===== src/rtl/fp_mac_accum_pkg.sv =====
// Shared types and helpers for the multiply-accumulate block: accumulator state encoding
// and IEEE754 exponent helpers parameterised by exponent width.
// Latency: none (types and constant functions only). Backpressure: not applicable.
package fp_mac_accum_pkg;

  // ACC: products flow into the accumulator. HOLD: a finished group sum waits on out_ready.
  typedef enum logic {
    ACC  = 1'b0,
    HOLD = 1'b1
  } state_t;

  // Exponent bias for an nx-bit exponent field.
  function automatic int exp_offset(input int nx);
    return (1 << (nx - 1)) - 1;
  endfunction

  // All-ones exponent: marks inf/nan and is the overflow threshold.
  function automatic int exp_max(input int nx);
    return (1 << nx) - 1;
  endfunction

endpackage


===== src/rtl/fpu.sv =====
// Combinational IEEE754(NX,NM) multiplier and adder shared by the MAC datapath.
// Latency: 0 cycles (pure combinational). Backpressure: none, the user registers results.
// Semantics: truncating, denormals flushed to zero, inf/nan operands passed through unchanged.
// Modport mul_mp drives mul_a/mul_b and reads mul_y; add_mp drives add_a/add_b and reads add_y.
interface fpu #(
  parameter int NX = 11,
  parameter int NM = 23
) ();
  import fp_mac_accum_pkg::*;

  localparam int N    = NX + NM + 1;
  localparam int BIAS = exp_offset(NX);
  localparam int EMAX = exp_max(NX);

  typedef struct packed {
    logic          sign;
    logic [NX-1:0] exp;
    logic [NM-1:0] man;
  } fp_t;

  logic [N-1:0] mul_a;
  logic [N-1:0] mul_b;
  logic [N-1:0] mul_y;
  logic [N-1:0] add_a;
  logic [N-1:0] add_b;
  logic [N-1:0] add_y;

  function automatic logic [N-1:0] f_mul(input logic [N-1:0] a, input logic [N-1:0] b);
    fp_t             x, y, r;
    logic [2*NM+1:0] ma, mb, prod;
    int              e;
    x      = a;
    y      = b;
    r      = '0;
    r.sign = x.sign ^ y.sign;
    ma     = '0;
    mb     = '0;
    prod   = '0;
    e      = 0;
    if (&x.exp) begin
      r = x;
    end else if (&y.exp) begin
      r = y;
    end else if (x.exp != '0 && y.exp != '0) begin
      ma   = {{(NM+1){1'b0}}, 1'b1, x.man};
      mb   = {{(NM+1){1'b0}}, 1'b1, y.man};
      prod = ma * mb;
      e    = int'(x.exp) + int'(y.exp) - BIAS;
      // Product of two [1,2) significands lies in [1,4); renormalise the [2,4) case.
      if (prod[2*NM+1]) begin
        e     = e + 1;
        r.man = prod[2*NM:NM+1];
      end else begin
        r.man = prod[2*NM-1:NM];
      end
      if (e >= EMAX) begin
        r.exp = '1;
        r.man = '0;
      end else if (e <= 0) begin
        r.exp = '0;
        r.man = '0;
      end else begin
        r.exp = e[NX-1:0];
      end
    end
    return r;
  endfunction

  // Both operands are treated as normal numbers (hidden bit set); zero handling is the caller's job.
  function automatic logic [N-1:0] f_add(input logic [N-1:0] a, input logic [N-1:0] b);
    fp_t         x, y, big, sml, r;
    logic [NM+1:0] mb, ms, sum;
    int          d, e;
    x   = a;
    y   = b;
    r   = '0;
    big = x;
    sml = y;
    mb  = '0;
    ms  = '0;
    sum = '0;
    d   = 0;
    e   = 0;
    if (&x.exp) begin
      r = x;
    end else if (&y.exp) begin
      r = y;
    end else begin
      if ({x.exp, x.man} < {y.exp, y.man}) begin
        big = y;
        sml = x;
      end
      d  = int'(big.exp) - int'(sml.exp);
      mb = {1'b0, 1'b1, big.man};
      ms = {1'b0, 1'b1, sml.man} >> d;
      e  = int'(big.exp);
      if (big.sign == sml.sign) begin
        sum = mb + ms;
        if (sum[NM+1]) begin
          sum = sum >> 1;
          e   = e + 1;
        end
      end else begin
        sum = mb - ms;
        for (int i = 0; i <= NM; i++) begin
          if (sum != '0 && !sum[NM]) begin
            sum = sum << 1;
            e   = e - 1;
          end
        end
      end
      if (sum == '0 || e <= 0) begin
        r = '0;
      end else if (e >= EMAX) begin
        r.sign = big.sign;
        r.exp  = '1;
        r.man  = '0;
      end else begin
        r.sign = big.sign;
        r.exp  = e[NX-1:0];
        r.man  = sum[NM-1:0];
      end
    end
    return r;
  endfunction

  always_comb mul_y = f_mul(mul_a, mul_b);
  always_comb add_y = f_add(add_a, add_b);

  modport mul_mp (output mul_a, output mul_b, input mul_y);
  modport add_mp (output add_a, output add_b, input add_y);

endinterface


===== src/rtl/fp_mul_stage.sv =====
// Product register P: multiplies each accepted operand pair and holds one product (depth-1 skid).
// Latency: 1 cycle from input transfer to p_valid.
// Backpressure: in_ready drops only while P is full and the consumer (p_ready) is not draining it.
// Ports: clk/rst; in_valid/in_ready/in_a/in_b/in_last upstream; p_ready in, p_valid/p_q/p_last out;
//        fpu_if multiplier modport.
module fp_mul_stage
  import fp_mac_accum_pkg::*;
#(
  parameter  int NX = 11,
  parameter  int NM = 23,
  localparam int N  = NX + NM + 1
) (
  input  logic         clk,
  input  logic         rst,
  input  logic         in_valid,
  output logic         in_ready,
  input  logic [N-1:0] in_a,
  input  logic [N-1:0] in_b,
  input  logic         in_last,
  input  logic         p_ready,
  output logic         p_valid,
  output logic [N-1:0] p_q,
  output logic         p_last,
  fpu.mul_mp           fpu_if
);

  // A full P is only a problem when the consumer is not taking it this cycle.
  assign in_ready     = p_ready || !p_valid;
  assign fpu_if.mul_a = in_a;
  assign fpu_if.mul_b = in_b;

  always_ff @(posedge clk) begin
    if (rst) begin
      p_valid <= 1'b0;
      p_q     <= '0;
      p_last  <= 1'b0;
    end else if (in_valid && in_ready) begin
      p_valid <= 1'b1;
      p_q     <= fpu_if.mul_y;
      p_last  <= in_last;
    end else if (p_ready) begin
      p_valid <= 1'b0;
    end
  end

endmodule


===== src/rtl/fp_mac_accum.sv =====
// Streaming MAC: multiplies operand pairs and sums each in_last-terminated group, one sum per group.
// Latency: last pair accepted in cycle t -> out_valid in cycle t+2 when out_ready is not stalling.
// Backpressure: while a sum waits on out_ready, one product of the next group is buffered, then in_ready drops.
// Ports: clk/rst; in_valid/in_ready/in_a/in_b/in_last pair input;
//        out_valid/out_ready/out_sum/out_count/out_abn group result.
module fp_mac_accum
  import fp_mac_accum_pkg::*;
#(
  parameter  int NX    = 11,
  parameter  int NM    = 23,
  parameter  int CNT_W = 16,
  localparam int N     = NX + NM + 1
) (
  input  logic             clk,
  input  logic             rst,
  input  logic             in_valid,
  output logic             in_ready,
  input  logic [N-1:0]     in_a,
  input  logic [N-1:0]     in_b,
  input  logic             in_last,
  output logic             out_valid,
  input  logic             out_ready,
  output logic [N-1:0]     out_sum,
  output logic [CNT_W-1:0] out_count,
  output logic             out_abn
);

  fpu #(.NX(NX), .NM(NM)) u_fpu ();

  state_t           state;
  logic             acc_first;
  logic [N-1:0]     acc;
  logic [CNT_W-1:0] count;
  logic             p_ready;
  logic             p_valid;
  logic             p_last;
  logic [N-1:0]     p_q;
  logic [N-1:0]     acc_nxt;
  logic [CNT_W-1:0] count_nxt;

  // Products are drained only in ACC; in HOLD the buffered product waits for the next group.
  assign p_ready = (state == ACC);

  fp_mul_stage #(.NX(NX), .NM(NM)) u_mul (
    .clk      (clk),
    .rst      (rst),
    .in_valid (in_valid),
    .in_ready (in_ready),
    .in_a     (in_a),
    .in_b     (in_b),
    .in_last  (in_last),
    .p_ready  (p_ready),
    .p_valid  (p_valid),
    .p_q      (p_q),
    .p_last   (p_last),
    .fpu_if   (u_fpu.mul_mp)
  );

  assign u_fpu.add_a = acc;
  assign u_fpu.add_b = p_q;

  // The adder assumes normal operands, so zeros on either side are resolved here.
  always_comb begin
    acc_nxt = u_fpu.add_y;
    if (acc_first || acc[N-2:NM] == '0) begin
      acc_nxt = p_q;
    end else if (p_q[N-2:NM] == '0) begin
      acc_nxt = acc;
    end
  end

  assign count_nxt = (&count) ? count : count + CNT_W'(1);

  always_ff @(posedge clk) begin
    if (rst) begin
      state     <= ACC;
      acc_first <= 1'b1;
      acc       <= '0;
      count     <= '0;
      out_valid <= 1'b0;
      out_sum   <= '0;
      out_count <= '0;
      out_abn   <= 1'b0;
    end else begin
      case (state)
        ACC: begin
          if (p_valid) begin
            acc       <= acc_nxt;
            acc_first <= 1'b0;
            count     <= count_nxt;
            if (p_last) begin
              state     <= HOLD;
              out_valid <= 1'b1;
              out_sum   <= acc_nxt;
              out_count <= count_nxt;
              out_abn   <= &acc_nxt[N-2:NM];
            end
          end
        end
        HOLD: begin
          if (out_ready) begin
            state     <= ACC;
            out_valid <= 1'b0;
            acc_first <= 1'b1;
            count     <= '0;
          end
        end
      endcase
    end
  end

endmodule

===== config.mk =====
export PLATFORM = sky130hd
export DESIGN_NAME = fp_mac_accum
export DESIGN_NICKNAME = d
export VERILOG_FILES = /design/src/rtl/fp_mac_accum_pkg.sv /design/src/rtl/fpu.sv /design/src/rtl/fp_mul_stage.sv /design/src/rtl/fp_mac_accum.sv
export SDC_FILE = /design/constraint.sdc
export NUM_CORES = 2
export LEC_CHECK = 0
export ABC_CLOCK_PERIOD_IN_PS = 34900
export CORE_MARGIN = 3
export CORE_UTILIZATION = 34
export CTS_BUF_LIST = sky130_fd_sc_hd__clkbuf_8
export CTS_CLUSTER_SIZE = 12
export DETAILED_ROUTE_END_ITERATION = 8
export SYNTH_ARGS = -nofsm -noshare
export SYNTH_HDL_FRONTEND = slang
export SYNTH_HIERARCHICAL = 1
export SYNTH_SLANG_ARGS = --single-unit

===== constraint.sdc =====
create_clock -name clk -period 34.9 [get_ports clk]
set_clock_uncertainty 0.15 [all_clocks]
set_input_delay 5.235 -clock clk [delete_from_list [all_inputs] [get_ports clk]]
set_output_delay 5.235 -clock clk [all_outputs]
set_load 0.005 [all_outputs]

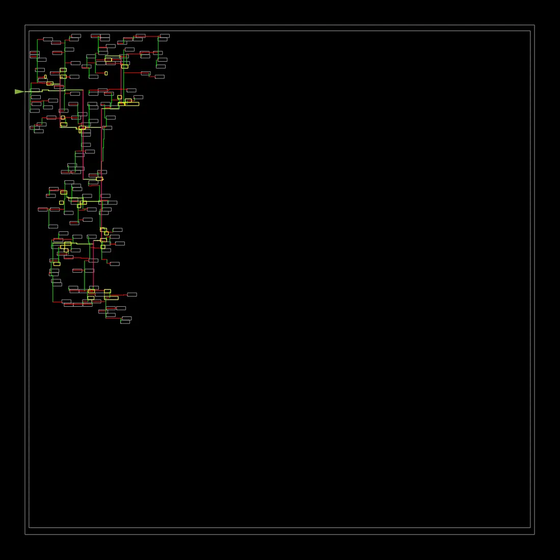
(images/final_clocks.png)
number of CTS-inserted buffers: 17
clock buffer count: 19
Clock Latency Late Sink: 490 ps

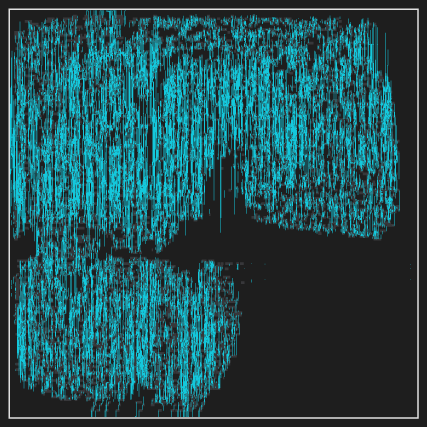
(images/met2.png)
Scale: 1 px per um. Cells faint in the background.
main direction: vertical
share of all routed wire: 46%
Routed WL: 202000 um
via count: 54374
met2 track demand over resource: 38.9%

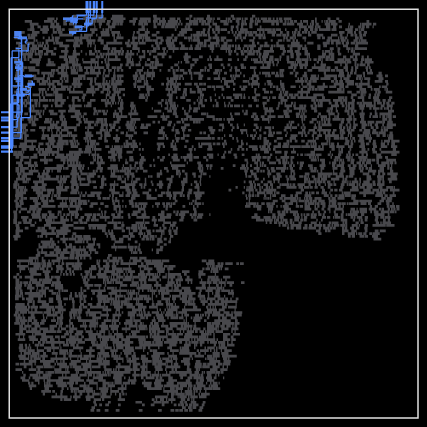
(images/port_nets.png)
Scale: 1 px per um.
| port | colour | bits | direction | edge | end cells | buffers | wire |
|---|---|---|---|---|---|---|---|
| out_count | blue | 16 | output | 10 left, 6 top | 16 | 16 | 1080 um |
Boundary Pins: 129
number of buffers added on ports: 128

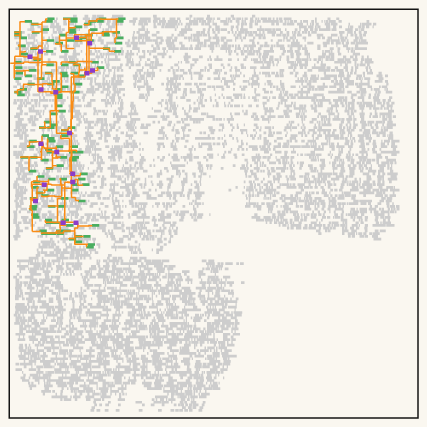
(images/clock_map.png)
Scale: 1 px per um.
[flip-flops] green | count: 143
[clock wires] orange | length: 2110 um
[cells driving clock nets] purple | count: 17
routed clock nets: 18

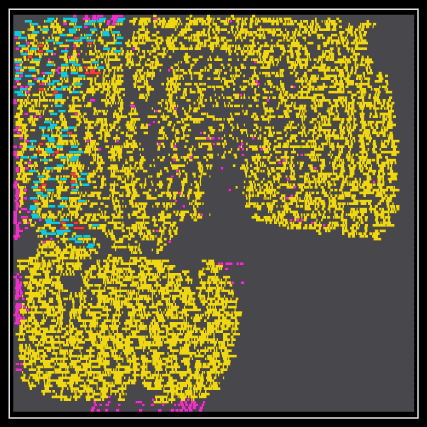
(images/cell_classes.png)
Scale: 1 px per um. Fill, decap, tap and diode cells in grey.
| class | colour | cells | share of their area |
|---|---|---|---|
| all other logic | yellow | 6771 | 90% |
| other buffers and delay cells | magenta | 251 | 4.0% |
| clock drivers and dummy loads | red | 32 | 0.73% |
| flip-flops | cyan | 143 | 5.2% |
sequential share of cell area: 4.96%
Core Area: 159000 um^2

==> run summary <==
Period utilisation layout: 88.3%
Max-area cell share: 17.7%
Detailed-route vias per instance: 5.82
Post-route minimum period: 30800 ps
Worst EP arrival: 31060 ps
CTS clock-pin slew for the worst setup and hold paths: 80 ps
Reg area: 2860 um^2
FP Util: 34.4%
Placement Setup Slack: 4690 ps
Post-CTS setup buffer count: 0
CTS Root Cell: clkbuf_8
Die Wd: 407 um
CP max-delay cell: a31oi_2
Seq cells post-synth: 143
Syn-to-layout area delta: 5.45%
Fin. Hold Viols: 0
Pin count of the biggest net entering global routing: 87
Synth area leaders: fa_1 (18%), ha_1 (7.1%), nand2_1 (5.6%)
Area of the multi-input gates: 47000 um^2
Fin util: 36.3%
Drt drc: 0
Setup TNS: 0 ps
First-pass GRT wire length: 315000 um
Average cell area after synthesis: 7.43 um^2
Top cell type by total area after synthesis: fa_1
Most frequent cell after synthesis: nand2_1
Most used cell, CP: ha_1
Post-CTS sizing: 0
Yosys cell count: 7368
Clk buf depth: 2
Min-delay worst type: reg2reg
CTS Hold Bufs: 0
Status: completed
RSZ-0062 raised after global routing: no
Min Hold Slack: 307 ps
ANT nets after route: 0
[registers in the layout, summed over array words and instances, names as in the netlist, 16 cells and up]
signal / count
acc: 35
out_sum: 35
u_mul/p_q: 35
count: 16
out_count: 16
[cell families after synthesis]
family,after synthesis,synth area share (%)
AND/OR/NAND/NOR,2925,27.2
flip-flops,143,5.23
AND-OR/OR-AND,1712,21.9
buffers and inverters,1136,9.19
multiplexers,166,3.27
XOR/XNOR,492,8.49
adder cells (fa/ha/maj),794,24.8
[cell type report]
| class | instances | share of cell area [%] |
|---|---|---|
| timing repair buffer | 251 | 3.81 |
| clock buffer | 19 | 0.453 |
| antenna | 4 | 0.0173 |
| sequential | 143 | 4.96 |
| tap | 2146 | 4.65 |
| clock inverter | 13 | 0.243 |
| multi-input combinational | 6089 | 81.4 |
| inverter | 682 | 4.44 |
[worst register-to-register path: cells and delay by family (launching register included)]
kind	cells	cell delay, ps
compound gates	31	9380
xor+xnor	5	1890
fa+ha+maj	12	3920
buf+inv	5	1510
flops	1	450
mux	1	170
simple gates	44	13260
[per-layer routing]
metal,wire [um],track usage (%),vias up
met3,13900,3.52,329
met1,88300,31.5,26613
met2,93400,38.9,2063
met4,6550,7.23,8
li1,-,-,25361
met5,40,0,-
[metrics by stage]
| step | cells | instance area [um^2] |
|---|---|---|
| 3_5_place_dp | 9311 | 57300 |
| 4_1_cts | 9343 | 57700 |
| 5_1_grt | 9343 | 57700 |
| 3_3_place_gp | 9310 | 57300 |
| 2_1_floorplan | 7368 | 54700 |
| 6_report | 9347 | 57700 |
[worst paths after layout]
check | start | cells past startpoint | slack (ps) | to
worst max-delay path | u_mul/p_q[32] | 98 | 4100 | acc[14]
worst max register to register | u_mul/p_q[32] | 98 | 4100 | acc[14]
worst min-delay path | out_count[6] | 2 | 310 | out_count[6]
worst min register to register | out_count[6] | 2 | 310 | out_count[6]
[layout by cell type (no fill, tap or decap), drive strengths merged, types with 58 or more instances in the layout]
cell / n
nand2: 816
inv: 686
nor2: 610
fa: 484
a21oi: 443
o21ai: 329
xnor2: 326
ha: 310
and2: 291
nand3: 271
nor3: 234
xor2: 157
dfxtp: 143
clkdlybuf4s50: 126
buf: 124
nor4: 118
mux2i: 115
a211oi: 115
nand4: 95
and3: 86
a21o: 83
a31oi: 73
or3: 71
o211ai: 64
nand2b: 58
